### config.mk
export PLATFORM = sky130hd
export DESIGN_NAME = tick_gen_mc
export DESIGN_NICKNAME = d
export VERILOG_FILES = /design/src/rtl/tick_gen_pkg.sv /design/src/rtl/tick_chan.sv /design/src/rtl/tick_gen_mc.sv
export SDC_FILE = /design/constraint.sdc
export NUM_CORES = 1
export LEC_CHECK = 0
export ABC_CLOCK_PERIOD_IN_PS = 7800
export CORE_MARGIN = 2
export CORE_UTILIZATION = 35
export CTS_BUF_LIST = sky130_fd_sc_hd__clkbuf_8 sky130_fd_sc_hd__clkbuf_16
export CTS_CLUSTER_DIAMETER = 120
export DETAILED_ROUTE_END_ITERATION = 10
export PLACE_DENSITY_LB_ADDON = 0.2
export SLEW_MARGIN = 15
export SYNTH_ARGS = -nofsm -noshare
export SYNTH_HDL_FRONTEND = slang
export SYNTH_HIERARCHICAL = 1
export SYNTH_SLANG_ARGS = --single-unit
### constraint.sdc
create_clock -name clk -period 7.8 [get_ports clk]
set_input_delay 1.17 -clock clk [delete_from_list [all_inputs] [get_ports clk]]
set_output_delay 1.17 -clock clk [all_outputs]
set_load 0.03 [all_outputs]
### src/rtl/tick_gen_pkg.sv
// Shared types for the multi-channel tick generator.
package tick_gen_pkg;

   typedef enum logic [1:0] {
      CH_OFF  = 2'd0,
      CH_IDLE = 2'd1,
      CH_RUN  = 2'd2
   } ch_state_t;

   localparam logic MODE_PERIODIC = 1'b0;
   localparam logic MODE_ONESHOT  = 1'b1;

endpackage

### src/rtl/tick_chan.sv
// One tick channel: OFF/IDLE/RUN state machine, divisor register, counter,
// registered tick / square-wave / busy outputs.
module tick_chan
   import tick_gen_pkg::*;
#(
   parameter int          DIV_W   = 26,
   parameter int unsigned DIV_RST = 25000
) (
   input  logic             clk,
   input  logic             rst,
   input  logic             en,
   input  logic             mode,
   input  logic             start,
   input  logic             we,
   input  logic [DIV_W-1:0] div_in,
   output logic             tick,
   output logic             sq,
   output logic             busy
);

   ch_state_t        r_state, w_state_nxt;
   logic [DIV_W-1:0] r_cnt, w_cnt_nxt;
   logic [DIV_W-1:0] r_div, w_div_nxt;
   logic             r_tick, w_tick_nxt;
   logic             r_sq, w_sq_nxt;
   logic             r_busy, w_busy_nxt;
   logic             w_wrap, w_retrig;

   assign w_wrap   = (r_state == CH_RUN) && (r_cnt == r_div - DIV_W'(1));
   // A one-shot restart aborts the current period, even on its last cycle.
   assign w_retrig = (r_state == CH_RUN) && start && (mode == MODE_ONESHOT);

   always_ff @(posedge clk or negedge rst) begin
      if (!rst) begin
         r_state <= CH_OFF;
         r_cnt   <= '0;
         r_div   <= DIV_W'(DIV_RST);
         r_tick  <= 1'b0;
         r_sq    <= 1'b0;
         r_busy  <= 1'b0;
      end else begin
         r_state <= w_state_nxt;
         r_cnt   <= w_cnt_nxt;
         r_div   <= w_div_nxt;
         r_tick  <= w_tick_nxt;
         r_sq    <= w_sq_nxt;
         r_busy  <= w_busy_nxt;
      end
   end

   always_comb begin
      w_state_nxt = r_state;
      if (!en) begin
         w_state_nxt = CH_OFF;
      end else begin
         case (r_state)
            CH_OFF:  w_state_nxt = (mode == MODE_ONESHOT) ? CH_IDLE : CH_RUN;
            CH_IDLE: if (mode == MODE_PERIODIC || start) w_state_nxt = CH_RUN;
            CH_RUN:  if (w_wrap && !w_retrig && mode == MODE_ONESHOT) w_state_nxt = CH_IDLE;
            default: w_state_nxt = CH_OFF;
         endcase
      end
   end

   always_comb begin
      w_div_nxt  = r_div;
      w_cnt_nxt  = '0;
      w_tick_nxt = 1'b0;
      w_sq_nxt   = r_sq;
      w_busy_nxt = en && (r_state == CH_RUN);
      if (we) w_div_nxt = (div_in == '0) ? DIV_W'(1) : div_in;
      if (!en) begin
         w_sq_nxt = 1'b0;
      end else if (r_state == CH_RUN && !w_retrig) begin
         if (w_wrap) begin
            w_tick_nxt = 1'b1;
            w_sq_nxt   = ~r_sq;
         end else if (!we) begin
            w_cnt_nxt  = r_cnt + DIV_W'(1);
         end
      end
   end

   assign tick = r_tick;
   assign sq   = r_sq;
   assign busy = r_busy;

endmodule

### src/rtl/tick_gen_mc.sv
// Multi-channel clock-enable generator: N_CH independent tick channels sharing
// one divisor-write port.
module tick_gen_mc
   import tick_gen_pkg::*;
#(
   parameter int          N_CH    = 4,
   parameter int          DIV_W   = 26,
   parameter int unsigned DIV_RST = 25000,
   localparam int         CH_W    = (N_CH > 1) ? $clog2(N_CH) : 1
) (
   input  logic             clk,
   input  logic             rst,
   input  logic [N_CH-1:0]  ch_en,
   input  logic [N_CH-1:0]  ch_mode,
   input  logic [N_CH-1:0]  start,
   input  logic             cfg_we,
   input  logic [CH_W-1:0]  cfg_ch,
   input  logic [DIV_W-1:0] cfg_div,
   output logic [N_CH-1:0]  tick,
   output logic [N_CH-1:0]  sq,
   output logic [N_CH-1:0]  busy
);

   logic [N_CH-1:0] w_we;

   for (genvar i = 0; i < N_CH; i++) begin : g_ch
      // Out-of-range channel numbers match no instance and are dropped.
      assign w_we[i] = cfg_we && (cfg_ch == CH_W'(i));

      tick_chan #(
         .DIV_W   (DIV_W),
         .DIV_RST (DIV_RST)
      ) u_chan (
         .clk    (clk),
         .rst    (rst),
         .en     (ch_en[i]),
         .mode   (ch_mode[i]),
         .start  (start[i]),
         .we     (w_we[i]),
         .div_in (cfg_div),
         .tick   (tick[i]),
         .sq     (sq[i]),
         .busy   (busy[i])
      );
   end

endmodule

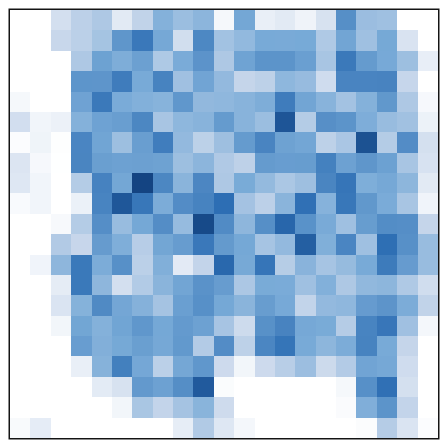
Figure 1: run 1, placement density heat map.
The die is cut into 21 by 21 equal tiles; white is low, dark blue is high, 0 to 100% covered.
- fullest tile: 92%
- mean over tiles: 36%
- tiles over 75% full: 2.3%

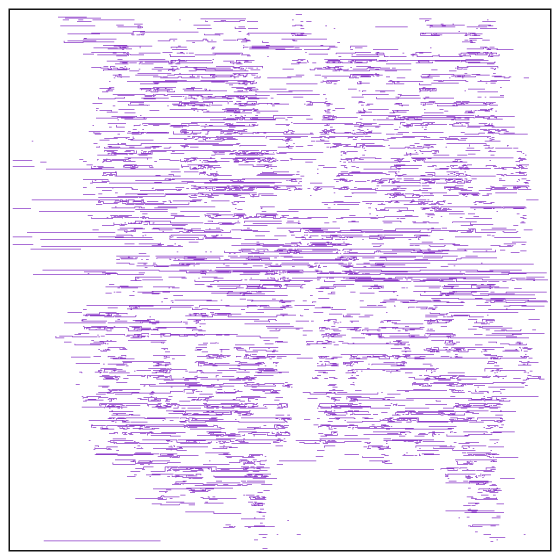
Figure 2: run 1, M1 wires.
- wire length on this layer: 18600 um
- main direction: horizontal
- longest straight run: 54.7 um
- nets with wire on the layer: 1514
- share of all routed wire: 47%

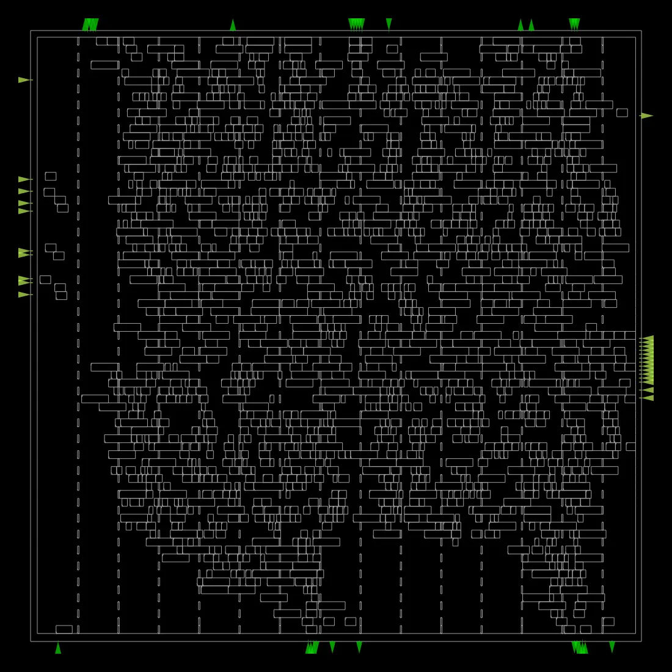
Figure 3: run 1, cell placement.
standard cell core area: 0.0418 mm2
num tapcells: 539
Final Non-Filler Cells: 2136

==> results_tabular.tex, run 1 <==
% Table of physical implementation metrics
\begin{tabular}{lr}
\hline
Metric & Value \\
\hline
\multicolumn{2}{l}{\textbf{Synth}} \\
\quad Yosys warning total & 6 \\
\quad Seq share, synth & 39.0\% \\
\multicolumn{2}{l}{\textbf{Global route}} \\
\quad Number of global-route vias before repair & 11900 \\
\quad GR Util All Layers & 18.3\% \\
\multicolumn{2}{l}{\textbf{Die}} \\
\quad Standard-cell rows & 75 \\
\multicolumn{2}{l}{\textbf{Layout}} \\
\quad Flip-flops & 228 \\
\quad Post-synthesis to final-layout area growth & 12.8\% \\
\quad Count of antenna diodes in the layout & 0 \\
\quad Number of inserted filler cells in the final layout & 4119 \\
\multicolumn{2}{l}{\textbf{Timing}} \\
\quad Final hold slack & 0.529 ns \\
\multicolumn{2}{l}{\textbf{Routing}} \\
\quad Sum of routed wire length over all layers & 39.8 mm \\
\quad Iteration-0 DRC count of the detailed router & 783 \\
\multicolumn{2}{l}{\textbf{Hold path}} \\
\quad Hold/Removal Path Class & flip-flop to flip-flop \\
\quad Cell count of the worst hold path & 1 \\
\multicolumn{2}{l}{\textbf{Pwr}} \\
\quad Logic gate share of total power & 19.3\% \\
\quad Clock-net power & 1.37 mW \\
\multicolumn{2}{l}{\textbf{Setup path}} \\
\quad Worst reg-to-reg path cell count & 10 \\
\quad Capturing instance or port of the critical path & g\_ch[1].u\_chan/sq \\
\quad Master of the slowest instance on the critical path & sky130\_fd\_sc\_hd\_\_or4b\_1 \\
\quad Endpoint type of the worst setup path & flip-flop \\
\multicolumn{2}{l}{\textbf{Placed design}} \\
\quad GPL Wtd Cong & 0.864 \\
\quad Worst Setup Slack post-DPL & 3.93 ns \\
\multicolumn{2}{l}{\textbf{Clock tree}} \\
\quad H-tree level count & 1 \\
\multicolumn{2}{l}{\textbf{Outcome}} \\
\quad Run status & finished clean \\
\hline
\end{tabular}
==> run 1: layer usage <==
metal / GRT usage [%] / wire length, um / up-vias
li1: - / - / 5711
met1: 25.5 / 18600 / 5954
met2: 30.0 / 18400 / 254
met3: 2.46 / 1760 / 69
met4: 4.95 / 917 / 0
met5: 0 / 0 / -
==> run 1: registers in the layout (all words and copies together), names as in the netlist <==
register,flops
g_ch.u_chan/busy,4
g_ch.u_chan/tick,4
g_ch.u_chan/r_cnt,104
g_ch.u_chan/sq,4
g_ch.u_chan/r_div,104
g_ch.u_chan/r_state,8
==> run 1: kinds of logic after synthesis <==
family	Yosys count	synth area share, %
and+or+nand+nor	722	27.8
buffers and inverters	110	3.43
AOI/OAI and AO/OA	186	8.93
xor gates and xnor gates	217	13.2
adders and majority gates	8	0.681
muxes	92	7.00
DFF	228	39.0
--- run 2 (diff from run 1) ---
--- a/config.mk
+++ b/config.mk
@@ -5,7 +5,7 @@
 export SDC_FILE = /design/constraint.sdc
 export NUM_CORES = 1
 export LEC_CHECK = 0
-export ABC_CLOCK_PERIOD_IN_PS = 7800
+export ABC_CLOCK_PERIOD_IN_PS = 3900
 export CORE_MARGIN = 2
 export CORE_UTILIZATION = 35
 export CTS_BUF_LIST = sky130_fd_sc_hd__clkbuf_8 sky130_fd_sc_hd__clkbuf_16
==> constraint.sdc (replaced) <==
create_clock -name clk -period 3.9 [get_ports clk]
set_input_delay 0.585 -clock clk [delete_from_list [all_inputs] [get_ports clk]]
set_output_delay 0.585 -clock clk [all_outputs]
set_load 0.03 [all_outputs]
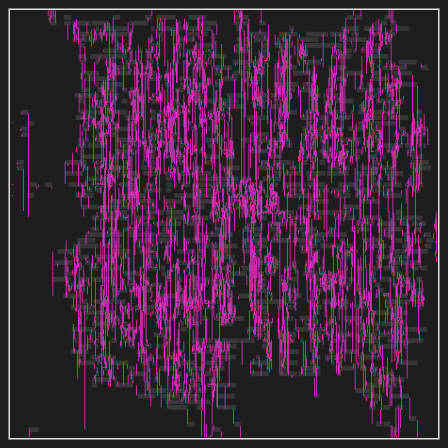
Figure 4: run 2, signal wires on met2.
- share of all routed wire: 46%
- main direction: vertical
- wire length on this layer: 18400 um
- longest straight run: 75.1 um

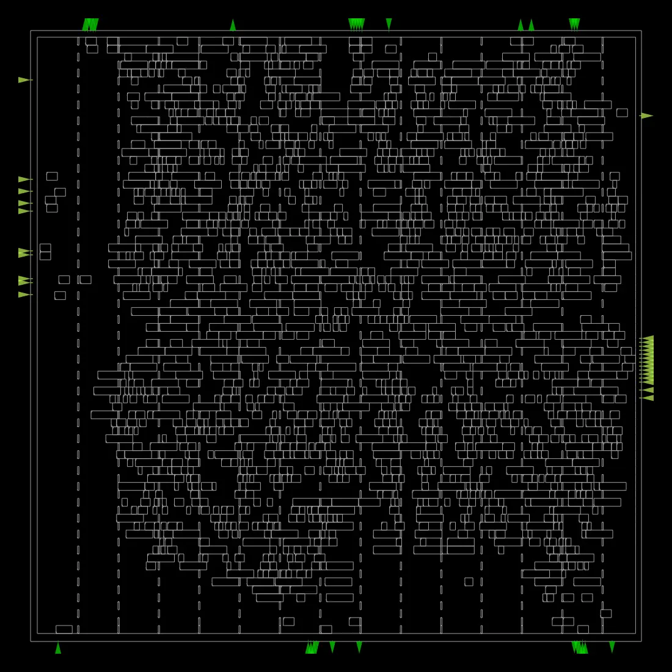
Figure 5: run 2, cell placement.
sequential share of cell area: 34.4%
Final Non-Filler Cells: 2156
final design utilization: 39.9%
flip-flops: 228

==> results_tabular.tex, run 2 <==
% Table of physical implementation metrics
\begin{tabular}{lr}
\hline
Metric & Value \\
\hline
\multicolumn{2}{l}{\textbf{Placed design}} \\
\quad \# port buffers & 54 \\
\quad Worst Setup Slack post-DPL & 0.167 ns (-3.77 ns) \\
\quad GPL Wtd Cong & 0.867 (+0.31\%) \\
\multicolumn{2}{l}{\textbf{Die}} \\
\quad Standard-cell rows & 75 (unchanged) \\
\quad Num tapcells & 539 (unchanged) \\
\multicolumn{2}{l}{\textbf{Global route}} \\
\quad GR Util All Layers & 18.4\% (+0.061 points) \\
\quad GRT busiest layer & met2 \\
\quad Met2 usage & 30.5\% (+0.49 points) \\
\quad Met1 Usage GRT & 25.1\% (-0.37 points) \\
\quad Global-route track usage on met3 & 2.40\% (-0.060 points) \\
\multicolumn{2}{l}{\textbf{Clock tree}} \\
\quad H-tree level count & 1 (unchanged) \\
\quad Clock buffers created by TritonCTS & 27 \\
\multicolumn{2}{l}{\textbf{Pwr}} \\
\quad Logic gate share of total power & 20.0\% (+0.7 points) \\
\quad Internal power & 4.86 mW \\
\quad Net switching power of the design & 2.13 mW \\
\quad Clock-net power & 2.60 mW (+90\%) \\
\quad Maximum VDD drop & 0.000247 V \\
\multicolumn{2}{l}{\textbf{Synth}} \\
\quad Logic family by area & simple AND/OR/NAND/NOR gates \\
\quad Seq share, synth & 39.0\% (unchanged) \\
\quad Simple-Gate Area Share & 27.8\% (unchanged) \\
\quad Most common cell in the netlist & sky130\_fd\_sc\_hd\_\_dfrtp\_1 \\
\quad AND-OR/OR-AND share of the synthesized area & 8.93\% (unchanged) \\
\quad Post-synthesis share of cell area spent on full adders, half adders and majority gates & 0.681\% (unchanged) \\
\quad Post-synth mux share & 7.00\% (unchanged) \\
\quad Yosys warning total & 6 (unchanged) \\
\multicolumn{2}{l}{\textbf{Routing}} \\
\quad Topmost layer with routed signal wires & met4 \\
\quad Met3 wire len & 1.49 mm (-15\%) \\
\quad Sum of routed wire length over all layers & 40.0 mm (+0.65\%) \\
\quad Iteration-0 DRC count of the detailed router & 800 (+2.2\%) \\
\quad Met2 wirelength from detailed routing & 18.4 mm (about the same) \\
\quad Wire length on met1 & 19.0 mm (+2.1\%) \\
\quad Vias & 11900 \\
\multicolumn{2}{l}{\textbf{Layout}} \\
\quad Final clock-cell share & 5.49\% \\
\quad Count of antenna diodes in the layout & 1 (+1) \\
\quad Largest registers in the final layout & g\_ch.u\_chan/r\_cnt: 104 flops, g\_ch.u\_chan/r\_div: 104 flops, g\_ch.u\_chan/r\_state: 8 flops \\
\quad Number of inserted filler cells in the final layout & 4106 (-0.32\%) \\
\quad Post-synthesis to final-layout area growth & 13.4\% \\
\multicolumn{2}{l}{\textbf{Timing}} \\
\quad Worst setup slack after layout & 0.238 ns \\
\quad Final hold slack & 0.0984 ns (-0.431 ns) \\
\multicolumn{2}{l}{\textbf{Setup path}} \\
\quad Master of the slowest instance on the critical path & sky130\_fd\_sc\_hd\_\_or4\_1 \\
\quad Worst setup path category & flip-flop to flip-flop \\
\quad Endpoint type of the worst setup path & flip-flop \\
\multicolumn{2}{l}{\textbf{Hold path}} \\
\quad Hold/Removal Path Class & primary input to asynchronous set/reset pin \\
\multicolumn{2}{l}{\textbf{Outcome}} \\
\quad Run status & finished clean \\
\hline
\end{tabular}
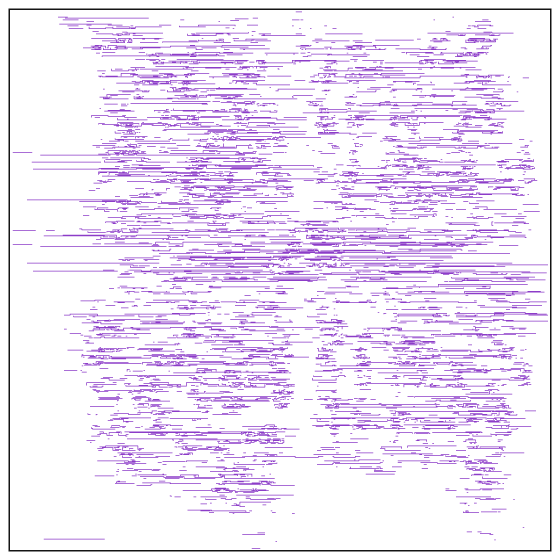
Figure 6: run 2, M1 wires.
- share of all routed wire: 48%
- longest straight run: 65.3 um
- wire length on this layer: 19000 um

==> run 2: cell counts after synthesis <==
Identical to the previous run, type by type.
==> run 2: path summary, 6_finish.rpt <==
path | from | to | slack [ns]
worst max-delay path | g_ch[1].u_chan/r_div[2] | g_ch[1].u_chan/sq | 0.24
worst min-delay path | rst | g_ch[1].u_chan/r_cnt[22] | 0.1
worst max register to register | g_ch[1].u_chan/r_div[2] | g_ch[1].u_chan/sq | 0.24
worst min register to register | g_ch[3].u_chan/r_div[25] | g_ch[3].u_chan/r_div[25] | 0.52
max in group asynchronous | rst | g_ch[3].u_chan/r_cnt[11] | 2.78
min in group clk | g_ch[3].u_chan/r_div[25] | g_ch[3].u_chan/r_div[25] | 0.52
==> run 2: timing repair <==
item,in CTS,in global routing
setup endpoints to repair,0,1
endpoints found under the hold margin,0,0
resized,0,2
--- run 3 (diff from run 2) ---
--- a/config.mk
+++ b/config.mk
@@ -7,7 +7,7 @@
 export LEC_CHECK = 0
 export ABC_CLOCK_PERIOD_IN_PS = 3900
 export CORE_MARGIN = 2
-export CORE_UTILIZATION = 35
+export CORE_UTILIZATION = 45
 export CTS_BUF_LIST = sky130_fd_sc_hd__clkbuf_8 sky130_fd_sc_hd__clkbuf_16
 export CTS_CLUSTER_DIAMETER = 120
 export DETAILED_ROUTE_END_ITERATION = 10
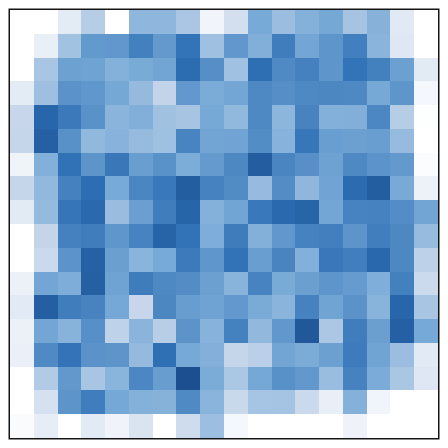
Figure 7: run 3, placement density heat map.
The die is cut into 18 by 18 equal tiles; white is low, dark blue is high, 0 to 100% covered.
- fullest tile: 87%
- nearly empty tiles: 7.4%
- densest ninth of the die: centre
- mean over tiles: 47%

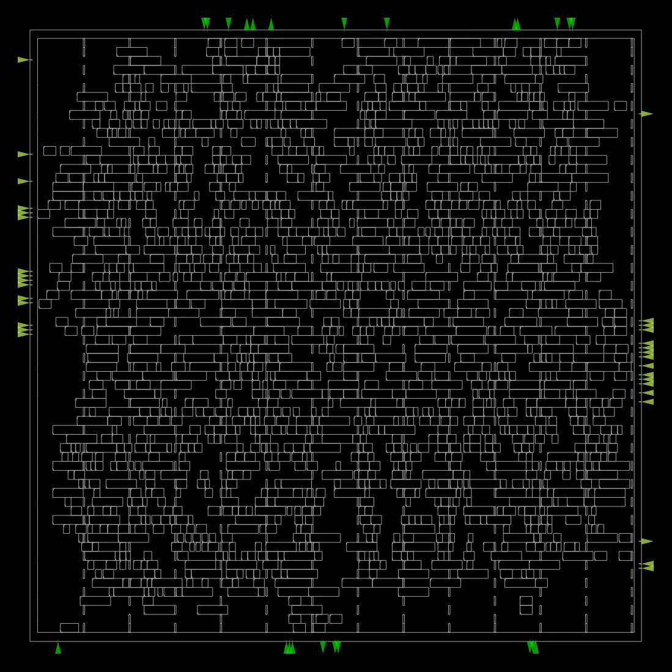
Figure 8: run 3, cell placement.
num tapcells: 442
Final Non-Filler Cells: 2057
standard cell core area: 0.0324 mm2
sequential share of cell area: 34.7%

==> results_tabular.tex, run 3 <==
% Table of physical implementation metrics
\begin{tabular}{lr}
\hline
Metric & Value \\
\hline
\multicolumn{2}{l}{\textbf{Layout}} \\
\quad Final clock-cell share & 5.34\% (-0.15 points) \\
\quad Post-synthesis to final-layout area growth & 12.4\% \\
\quad Number of inserted filler cells in the final layout & 3042 (-26\%) \\
\quad Flip-flops & 228 (unchanged) \\
\quad Final design utilization & 51.1\% (+11 points) \\
\multicolumn{2}{l}{\textbf{Timing}} \\
\quad Worst setup slack after layout & 0.244 ns (+0.00548 ns) \\
\quad Final hold slack & -0.0158 ns (-0.114 ns) \\
\quad Count of endpoints failing hold in the final timing report & 5 \\
\multicolumn{2}{l}{\textbf{Synth}} \\
\quad Seq share, synth & 39.0\% (unchanged) \\
\quad Post-synthesis chip area from yosys & 0.0147 mm2 \\
\quad Number of library cell types mapped by synthesis & 93 \\
\quad Most used flip-flop cell & sky130\_fd\_sc\_hd\_\_dfrtp\_1 \\
\multicolumn{2}{l}{\textbf{Pwr}} \\
\quad Top power consumer group & registers \\
\quad Logic gate share of total power & 20.3\% (+0.3 points) \\
\quad Net switching power of the design & 2.11 mW (-1.0\%) \\
\quad Total sequential power & 2.99 mW \\
\quad Clock-net power & 2.51 mW (-3\%) \\
\quad Power share of the clock group & 36.4\% \\
\quad PnR Total Power & 6.90 mW \\
\quad Internal power & 4.79 mW (-1.4\%) \\
\quad Maximum VDD drop & 0.000326 V (+32\%) \\
\multicolumn{2}{l}{\textbf{Routing}} \\
\quad Met2 wirelength from detailed routing & 17.7 mm (-4.0\%) \\
\quad Iteration-0 DRC count of the detailed router & 915 (+14\%) \\
\quad Sum of routed wire length over all layers & 38.1 mm (-4.9\%) \\
\quad Topmost layer with routed signal wires & met4 \\
\quad Wire length on met1 & 17.3 mm (-8.9\%) \\
\multicolumn{2}{l}{\textbf{Clock tree}} \\
\quad TritonCTS clock tree & done \\
\quad Number of clock sinks & 228 \\
\quad H-tree level count & 1 (unchanged) \\
\quad Clock buffers created by TritonCTS & 26 (-3.7\%) \\
\multicolumn{2}{l}{\textbf{Setup path}} \\
\quad Worst reg2reg path endpoint & g\_ch[1].u\_chan/sq \\
\quad Worst setup path category & flip-flop to flip-flop \\
\quad Startpoint of the most critical setup path & g\_ch[1].u\_chan/r\_div[10] \\
\quad Flop2flop setup slack & 0.24 ns (about the same) \\
\quad Largest stage delay on the critical path & 0.62 ns \\
\quad Capturing instance or port of the critical path & g\_ch[1].u\_chan/sq \\
\quad Master of the slowest instance on the critical path & sky130\_fd\_sc\_hd\_\_or4\_1 \\
\quad Worst R2R Start & g\_ch[1].u\_chan/r\_div[10] \\
\multicolumn{2}{l}{\textbf{Die}} \\
\quad Standard-cell rows & 66 (-12\%) \\
\multicolumn{2}{l}{\textbf{Global route}} \\
\quad Met1 Usage GRT & 31.3\% (+6.2 points) \\
\quad Global-route track usage on met3 & 3.56\% (+1.2 points) \\
\quad GR Util All Layers & 22.6\% (+4.2 points) \\
\quad GRT busiest layer & met2 \\
\multicolumn{2}{l}{\textbf{Placed design}} \\
\quad GPL Wtd Cong & 0.922 (+6.4\%) \\
\quad \# port buffers & 54 (unchanged) \\
\quad Worst Setup Slack post-DPL & 0.222 ns (+0.0551 ns) \\
\multicolumn{2}{l}{\textbf{Outcome}} \\
\quad Run status & finished with violations \\
\quad Failing checks & negative hold slack \\
\multicolumn{2}{l}{\textbf{Hold path}} \\
\quad Hold/Removal Path Class & primary input to asynchronous set/reset pin \\
\hline
\end{tabular}
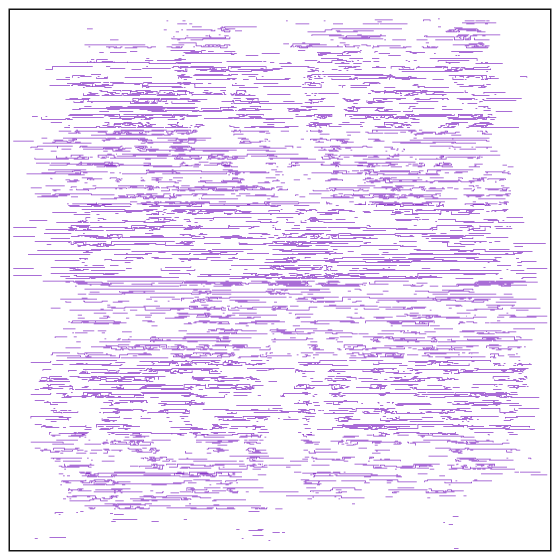
Figure 9: run 3, M1 wires.
- wire length on this layer: 17300 um
- longest straight run: 48.8 um
- share of all routed wire: 46%
- nets with wire on the layer: 1531
- main direction: horizontal

run 3: cell count changes in the layout (fill, tap and decap cells not counted), sizes merged:
cell | before | now
inv | 48 | 42
clkinv | 3 | 8
bufinv | 4 | 3
diode | 1 | 0
buf | 24 | 25
run 3: kinds of logic (layout without fill, tap and decap cells):
kind of cell,count (synthesis),after routing,synth area share [%]
AND/OR/NAND/NOR,722,722,27.8
AND-OR/OR-AND,186,186,8.93
adder cells (fa/ha/maj),8,8,0.681
buffers and inverters,110,162,3.43
flip-flops,228,228,39.0
XOR/XNOR,217,217,13.2
multiplexers,92,92,7.00
run 3: timing repair:
item,in CTS,in global routing
hold buffers,0,0
endpoints found under the setup margin,0,1
gates resized,0,4

==> layout pictures side by side <==
Sequential cells grouped by signal name.
image #1
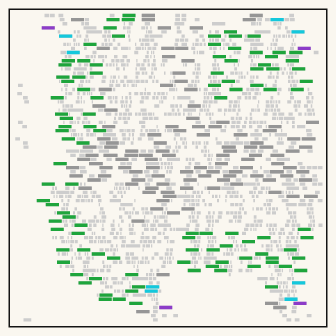
image #2
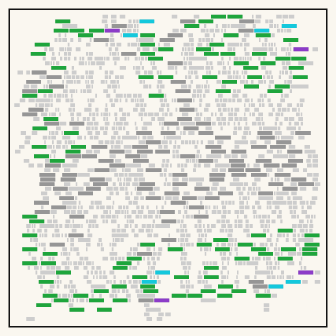
image #1 -> run 1
image #2 -> run 3

Key to image #1:
- g_ch.u_chan/r_state: cyan (flops 8; where spread over the die)
- g_ch.u_chan/busy: purple (flops 4; where spread over the die)
- g_ch.u_chan/r_cnt: green (flops 104; where spread over the die)
- not coloured: 112

Power is estimated from default activity; no workload was simulated.
